==> config.mk <==
export PLATFORM = sky130hd
export DESIGN_NAME = inst_fetch
export DESIGN_NICKNAME = d
export VERILOG_FILES = /design/src/rtl/inst_fetch.sv
export SDC_FILE = /design/constraint.sdc
export NUM_CORES = 1
export LEC_CHECK = 0
export ABC_CLOCK_PERIOD_IN_PS = 7650
export CAP_MARGIN = 10
export CORE_MARGIN = 8
export CORE_UTILIZATION = 38
export DETAILED_ROUTE_END_ITERATION = 7
export PLACE_DENSITY_LB_ADDON = 0.08
export SYNTH_ARGS = -nofsm -noshare
export SYNTH_HDL_FRONTEND = slang
export SYNTH_SLANG_ARGS = --single-unit
==> constraint.sdc <==
create_clock -name clk -period 7.65 [get_ports clk]
set_clock_uncertainty 0.05 [all_clocks]
set_input_delay 0.765 -clock clk [delete_from_list [all_inputs] [get_ports clk]]
set_output_delay 0.765 -clock clk [all_outputs]
set_load 0.01 [all_outputs]
Figure 1. Track usage over the die.
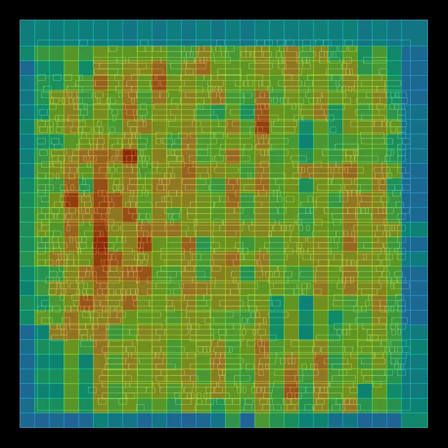
routing usage on met2: 21.6%
drt wl/cell: 18.0 um
gr usage total: 14.3%

Figure 2. Where the registers sit.
The bar under the picture is 50 um long.
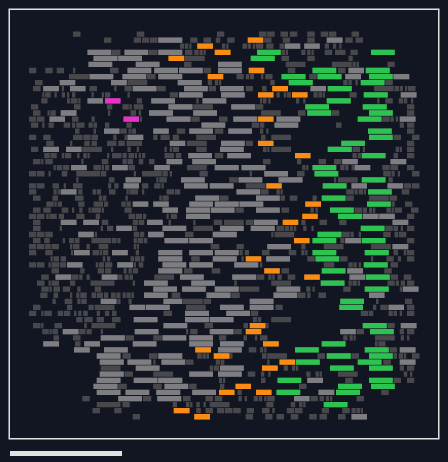
Orange shows `held_pc_q`, flops 32, where a vertical strip down the middle. Magenta shows `drop_q`, flops 2. Green shows `fifo_inst_q`, flops 64, where a vertical strip on the right.
Storage cell area: 7930 um^2
Post-Route Utilization: 48.9%

Figure 3. Signal wires by layer.
Two of the layers only.
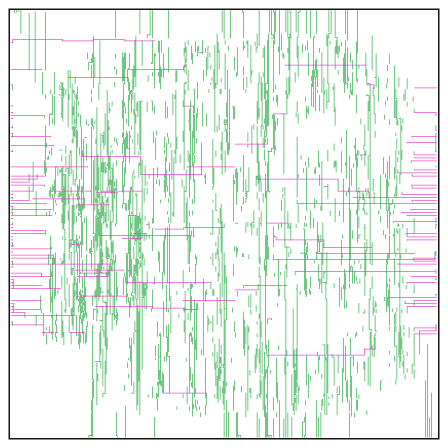
Green shows metal 2, wire length 11500 um. Magenta shows metal 3, wire length 2050 um.
vias: 7222
Detailed Route WL: 26600 um

==> flow_summary.ini <==
; generated from flow reports
[yosys]
fp_nets = 965
ys.flop_type = edfxtp_1
common_cells = edfxtp_1 (192), dfxtp_1 (108), nand2_1 (89), o21ai_0 (77), and2_1 (67)
synth_area_per_cell_um2 = 13.2
ys_sh_mux_pct = 8.71
synth-xor-area-share_pct = 1.20
topCellsByArea = edfxtp_1 (49%), dfxtp_1 (18%), mux2i_1 (5.6%)
compound_area_share_pct = 6.55
synthCells = 888
synth.yosys.warnings = 0
edf_count = 192
adder_share_pct = 0.811
yosysUniqueCellTypes = 58
simple_gate_share_pct = 12.6
async_flop_share_pct = 0

[critical_path]
r2r_slack_ns = 4.45
worst_setup_path_start_kind = flip-flop

[layout]
clk_share_pct = 7.72
final_cell_area_um2 = 14900
dominant-cell-class = registers
antennaDiodeCount = 0
layout_top_cell = edfxtp_1
fill_cells = 2698

[clocking]
cts-root-buf = clkbuf_16
cts_tree = yes

[pwr]
total_power_mw = 3.93
p_int_mw = 3.06
maxPowerGroup = registers
p_clk_mw = 1.65

[timing]
setup_viol = 0
tns_ns = 0
drv_slew = 0
timing.final.ws_setup_ns = 3.72

[status]
status = finished, final reports clean

[drt]
met2_length_um = 11500
remaining_drc_errors = 0
m1WireLength_um = 12600
dr.max_layer_used = met4

[die]
placementRows = 64

[run]
openroad.warnings = 28
